Signal metal coverage by tile:
18 x 18 tiles, from dark blue (low) to red (high), scaled to the fullest tile. Values are wire area over tile area, all layers added.
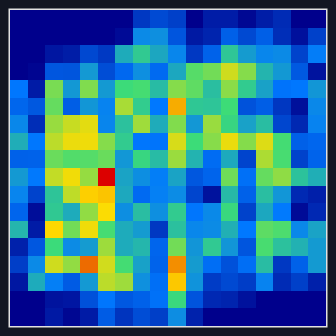
Placed cells, one color a class:
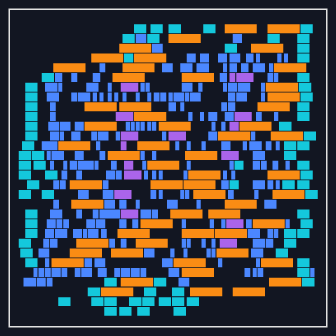
<file path="config.mk">
export PLATFORM = sky130hd
export DESIGN_NAME = alu_sequencer
export DESIGN_NICKNAME = d
export VERILOG_FILES = /design/src/rtl/alu_sequencer_pkg.sv /design/src/rtl/alu_sequencer_bcd_nines_comp.sv /design/src/rtl/alu_sequencer.sv
export SDC_FILE = /design/constraint.sdc
export NUM_CORES = 1
export LEC_CHECK = 0
export CAP_MARGIN = 20
export CORE_MARGIN = 2
export CORE_UTILIZATION = 40
export DETAILED_ROUTE_END_ITERATION = 10
export PLACE_DENSITY = 0.65
export SETUP_SLACK_MARGIN = 0.5
export SYNTH_ARGS = -nofsm -noshare
export SYNTH_HDL_FRONTEND = slang
export SYNTH_SLANG_ARGS = --single-unit
</file>
<file path="constraint.sdc">
create_clock -name clk_i -period 4.3 [get_ports clk_i]
set_clock_uncertainty 0.1 [all_clocks]
set_input_delay 0.645 -clock clk_i [delete_from_list [all_inputs] [get_ports clk_i]]
set_output_delay 0.645 -clock clk_i [all_outputs]
set_load 0.01 [all_outputs]
</file>
<file path="src/rtl/alu_sequencer_pkg.sv">
// Shared definitions for the ALU sequencer: op codes, FSM states,
// flag write-enable bit positions and the bundle of ALU control flags.
package alu_sequencer_pkg;

    localparam int W = 8;

    typedef enum logic [3:0] {
        OP_ADC = 4'd0,
        OP_SBC = 4'd1,
        OP_AND = 4'd2,
        OP_ORA = 4'd3,
        OP_EOR = 4'd4,
        OP_LSR = 4'd5,
        OP_ROR = 4'd6,
        OP_ASL = 4'd7,
        OP_ROL = 4'd8,
        OP_CMP = 4'd9,
        OP_BIT = 4'd10
    } op_e;

    typedef enum logic [1:0] {
        ST_IDLE = 2'd0,
        ST_EXEC = 2'd1,
        ST_DONE = 2'd2
    } state_e;

    // Bit positions inside FLAG_WE and the packed {N,Z,C,V} flag vector.
    localparam int FLAG_N = 3;
    localparam int FLAG_Z = 2;
    localparam int FLAG_C = 1;
    localparam int FLAG_V = 0;

    // One-hot ALU function select (BCDS may accompany SUMS) plus carry-in.
    typedef struct packed {
        logic sums;
        logic ands;
        logic ors;
        logic eors;
        logic srs;
        logic bcds;
        logic cin;
    } alu_ctrl_t;

endpackage

</file>
<file path="src/rtl/alu_sequencer_bcd_nines_comp.sv">
// Per-digit nines complement (9 - d) of a packed BCD value.
// Only meaningful when every nibble holds a valid BCD digit.
module bcd_nines_comp #(
    parameter int W = 8
) (
    input  logic [W-1:0] d_i,
    output logic [W-1:0] q_o
);

    // Each nibble is complemented independently; no borrow crosses digits.
    for (genvar gi = 0; gi < W / 4; gi++) begin : g_digit
        assign q_o[gi*4 +: 4] = 4'd9 - d_i[gi*4 +: 4];
    end

endmodule

</file>
<file path="src/rtl/alu_sequencer.sv">
// Issuing side of the 6502 ALU interface: latches one op per request,
// drives registered ALU controls for one EXEC cycle, samples the ALU at
// the end of EXEC and presents result, N/Z/C/V and write enables with a
// one-cycle DONE pulse.
module alu_sequencer
    import alu_sequencer_pkg::*;
#(
    parameter int W = 8
) (
    input  logic         clk_i,
    input  logic         rst_i,
    input  logic         req_i,
    input  logic [3:0]   op_i,
    input  logic [W-1:0] opa_i,
    input  logic [W-1:0] opb_i,
    input  logic         c_in_i,
    input  logic         d_in_i,
    output logic [W-1:0] alu_a_o,
    output logic [W-1:0] alu_b_o,
    output logic         sums_o,
    output logic         ands_o,
    output logic         ors_o,
    output logic         eors_o,
    output logic         srs_o,
    output logic         bcds_o,
    output logic         alu_cin_o,
    input  logic [W-1:0] alu_result_i,
    input  logic         alu_of_i,
    input  logic         alu_cout_i,
    input  logic         alu_hcout_i,
    output logic         busy_o,
    output logic         done_o,
    output logic [W-1:0] result_o,
    output logic         result_we_o,
    output logic         n_o,
    output logic         z_o,
    output logic         c_o,
    output logic         v_o,
    output logic [3:0]   flag_we_o
);

    state_e         state_q;
    logic           busy_q;
    logic           done_q;
    logic [3:0]     op_q;
    logic [W-1:0]   opa_q;
    logic [W-1:0]   opb_q;
    logic           c_q;
    alu_ctrl_t      ctrl_q;
    alu_ctrl_t      ctrl_d;
    logic [W-1:0]   alu_a_q;
    logic [W-1:0]   alu_a_d;
    logic [W-1:0]   alu_b_q;
    logic [W-1:0]   alu_b_d;
    logic [W-1:0]   result_q;
    logic [W-1:0]   result_d;
    logic           result_we_q;
    logic           result_we_d;
    logic [3:0]     nzcv_q;
    logic [3:0]     nzcv_d;
    logic [3:0]     flag_we_q;
    logic [3:0]     flag_we_d;
    logic [W-1:0]   opb_nines;
    logic           n_raw;
    logic           v_raw;

    // Half carry is not needed by any op mapping.
    logic unused_hcout;
    assign unused_hcout = alu_hcout_i;

    bcd_nines_comp #(.W(W)) u_nines (
        .d_i (opb_i),
        .q_o (opb_nines)
    );

    // Decode the requested op into ALU controls; registered on accept.
    always_comb begin
        ctrl_d  = '0;
        alu_a_d = opa_i;
        alu_b_d = opb_i;
        case (op_i)
            OP_ADC: begin
                ctrl_d.sums = 1'b1;
                ctrl_d.bcds = d_in_i;
                ctrl_d.cin  = c_in_i;
            end
            OP_SBC: begin
                ctrl_d.sums = 1'b1;
                ctrl_d.bcds = d_in_i;
                ctrl_d.cin  = c_in_i;
                alu_b_d     = d_in_i ? opb_nines : ~opb_i;
            end
            OP_AND: ctrl_d.ands = 1'b1;
            OP_ORA: ctrl_d.ors  = 1'b1;
            OP_EOR: ctrl_d.eors = 1'b1;
            OP_LSR, OP_ROR: ctrl_d.srs = 1'b1;
            OP_ASL: begin
                ctrl_d.sums = 1'b1;
                alu_b_d     = opa_i;
            end
            OP_ROL: begin
                ctrl_d.sums = 1'b1;
                ctrl_d.cin  = c_in_i;
                alu_b_d     = opa_i;
            end
            OP_CMP: begin
                // Compare is always binary, even in decimal mode.
                ctrl_d.sums = 1'b1;
                ctrl_d.cin  = 1'b1;
                alu_b_d     = ~opb_i;
            end
            OP_BIT: ctrl_d.ands = 1'b1;
            default: ctrl_d = '0;
        endcase
    end

    // Turn the sampled ALU outputs into result, flags and write enables.
    always_comb begin
        result_d    = alu_result_i;
        result_we_d = 1'b1;
        flag_we_d   = 4'b0000;
        v_raw       = alu_of_i;
        case (op_q)
            OP_ADC, OP_SBC:         flag_we_d = 4'b1111;
            OP_AND, OP_ORA, OP_EOR: flag_we_d = 4'b1100;
            OP_LSR, OP_ASL, OP_ROL: flag_we_d = 4'b1110;
            OP_ROR: begin
                result_d[W-1] = c_q;
                flag_we_d     = 4'b1110;
            end
            OP_CMP: begin
                result_we_d = 1'b0;
                flag_we_d   = 4'b1110;
            end
            OP_BIT: begin
                result_we_d = 1'b0;
                flag_we_d   = 4'b1101;
            end
            default: begin
                result_d    = opa_q;
                result_we_d = 1'b0;
                flag_we_d   = 4'b0000;
            end
        endcase
        // N follows the final result (after ROR injection) unless overridden.
        n_raw = result_d[W-1];
        if (op_q == OP_LSR) begin
            n_raw = 1'b0;
        end
        if (op_q == OP_BIT) begin
            n_raw = opb_q[7];
            v_raw = opb_q[6];
        end
        nzcv_d[FLAG_N] = flag_we_d[FLAG_N] ? n_raw : 1'b0;
        nzcv_d[FLAG_Z] = flag_we_d[FLAG_Z] ? (result_d == '0) : 1'b0;
        nzcv_d[FLAG_C] = flag_we_d[FLAG_C] ? alu_cout_i : c_q;
        nzcv_d[FLAG_V] = flag_we_d[FLAG_V] ? v_raw : 1'b0;
    end

    // Sequencer FSM: accept in IDLE, drive ALU in EXEC, pulse DONE.
    always_ff @(posedge clk_i or posedge rst_i) begin
        if (rst_i) begin
            state_q     <= ST_IDLE;
            busy_q      <= 1'b0;
            done_q      <= 1'b0;
            op_q        <= '0;
            opa_q       <= '0;
            opb_q       <= '0;
            c_q         <= 1'b0;
            ctrl_q      <= '0;
            alu_a_q     <= '0;
            alu_b_q     <= '0;
            result_q    <= '0;
            result_we_q <= 1'b0;
            nzcv_q      <= '0;
            flag_we_q   <= '0;
        end else begin
            case (state_q)
                ST_IDLE: begin
                    done_q <= 1'b0;
                    if (req_i) begin
                        op_q    <= op_i;
                        opa_q   <= opa_i;
                        opb_q   <= opb_i;
                        c_q     <= c_in_i;
                        ctrl_q  <= ctrl_d;
                        alu_a_q <= alu_a_d;
                        alu_b_q <= alu_b_d;
                        busy_q  <= 1'b1;
                        state_q <= ST_EXEC;
                    end
                end
                ST_EXEC: begin
                    result_q    <= result_d;
                    result_we_q <= result_we_d;
                    nzcv_q      <= nzcv_d;
                    flag_we_q   <= flag_we_d;
                    ctrl_q      <= '0;
                    alu_a_q     <= '0;
                    alu_b_q     <= '0;
                    done_q      <= 1'b1;
                    state_q     <= ST_DONE;
                end
                ST_DONE: begin
                    done_q  <= 1'b0;
                    busy_q  <= 1'b0;
                    state_q <= ST_IDLE;
                end
                default: begin
                    done_q  <= 1'b0;
                    busy_q  <= 1'b0;
                    state_q <= ST_IDLE;
                end
            endcase
        end
    end

    assign alu_a_o     = alu_a_q;
    assign alu_b_o     = alu_b_q;
    assign sums_o      = ctrl_q.sums;
    assign ands_o      = ctrl_q.ands;
    assign ors_o       = ctrl_q.ors;
    assign eors_o      = ctrl_q.eors;
    assign srs_o       = ctrl_q.srs;
    assign bcds_o      = ctrl_q.bcds;
    assign alu_cin_o   = ctrl_q.cin;
    assign busy_o      = busy_q;
    assign done_o      = done_q;
    assign result_o    = result_q;
    assign result_we_o = result_we_q;
    assign n_o         = nzcv_q[FLAG_N];
    assign z_o         = nzcv_q[FLAG_Z];
    assign c_o         = nzcv_q[FLAG_C];
    assign v_o         = nzcv_q[FLAG_V];
    assign flag_we_o   = flag_we_q;

endmodule

</file>
==> Changelog: implementation <==
### Changed

- Combinational share of cell area: 32.7%
- Status: finished clean
- Top cells excl fill/tap: clkdlybuf4s50_1, nand2_1, dfrtp_1
- TritonCTS Buffers: 9
- N_taps: 96
- Clk root buf: clkbuf_8
- Post-Place Cells: between 400 and 500
- Mapped Cells: 302
- Final setup viols: 0
- Worst Hold Launch: result_o[1]
- Area Growth Syn to Fin: 35.3%
- Worst-margin pin slew: around 1.0 ns
- Tightest Hold Check Type: register to register
- Worst setup startpoint: req_i
- Arr. time, crit path: 2.93 ns
- Slew margin rel.: approximately 33%
- Sum of negative setup slack: 0 ns
- Final total power: 1.87 mW
- Slowest CP cell: nor2_1
- Commonest Layout Cell: clkdlybuf4s50_1
- Reg area: between 1000 and 1500 sq um
- WP depth: 6
- Max Clk Rate: approximately 360 MHz
- Layout cells sized above 1: under 10%
- Async S/R FF share, synth: 100%
- Full die area: between 7000 and 8000 sq um
- Syn nets: around 340
- Num Clock Sinks: 58
- # diodes: 0
- Final Cycle Share: 64.3%
- Crit-path cells: clkdlybuf4s50_1, nand2_1, buf_4, inv_1, nor2_1, a22o_1
- Antenna violations before repair: 0
- Initial drt markers: between 150 and 200
- Reg2Reg Depth: 6
- Synth Warn #: 0
- Latency at later pin: ~0.32 ns
- Flops: 58
- Reg clk slew, reported paths: roughly 0.07 ns
- DRC violations left: 0
- Critical path startpoint category: primary input
- Post-CTS Setup Repair Bufs: 0
Back to the opening pictures, 'signal metal coverage by tile':
- fullest tile: 0.48
- mean over tiles: 0.14
- nearly empty tiles: 11%
GRT Overall Usage: 18.9%
vias: 2469

Back to the opening pictures, 'placed cells, one color a class':
- remaining logic cells: blue (cells 222; share of their area 35%)
- remaining buffers and delay cells: cyan (cells 79; share of their area 21%)
- clock drivers and dummy loads: purple (cells 16; share of their area 5.1%)
- registers: orange (cells 58; share of their area 39%)
Std-Cell Rows: 30
final instance area: 3840 sq um
post-layout util: 56.2%
Seq/total area: 37.8%

-- synth_stat cells (all sizes together), types with 4 or more instances --
cell type | count | area share, %
a21oi | 17 | 3.0
a22o | 9 | 2.8
a31oi | 4 | 0.88
buf | 7 | 1.2
clkbuf | 15 | 2.0
dfrtp | 58 | 51
inv | 9 | 1.2
mux2i | 9 | 3.2
nand2 | 67 | 9.0
nand2b | 5 | 1.1
nand3 | 11 | 1.9
nor2 | 12 | 1.6
nor3 | 6 | 1.4
nor3b | 5 | 1.3
o21ai | 16 | 3.2
o31ai | 7 | 1.9
-- power by group --
group          leakage [nW]  total, mW  switching [mW]  internal [mW]
Sequential            0.727      0.795           0.112          0.683
Clock                0.0944      0.470           0.215          0.254
Combinational         0.914      0.605           0.275          0.330
-- state kept, by name (all words and copies together) (netlist names) --
name,cells
ors_o,1
alu_cin_o,1
alu_a_o,8
result_we_o,1
flag_we_o,3
bcds_o,1
srs_o,1
alu_b_o,8
op_q,4
nzcv_q,4
opb_q,2
opa_q,8
busy_o,1
sums_o,1
done_o,1
ands_o,1
c_q,1
result_o,8
eors_o,1
state_q,2
-- kinds of logic (layout without fill, tap and decap cells) --
logic type                 count (synthesis)  after routing
AOI/OAI and AO/OA                         80             80
xor gates and xnor gates                   1              1
adders and majority gates                  2              2
buffers and inverters                     32            105
DFF                                       58             58
muxes                                      9              9
and+or+nand+nor                          120            120
-- per-layer routing --
| layer | GRT usage (%) | up-vias |
|---|---|---|
| li1 | - | 1203 |
| met1 | 27.3 | 1177 |
| met2 | 29.4 | 83 |
| met3 | 2.99 | 6 |
| met4 | 6.06 | 0 |
| met5 | 0 | - |
Power and IR drop assume default switching activity.
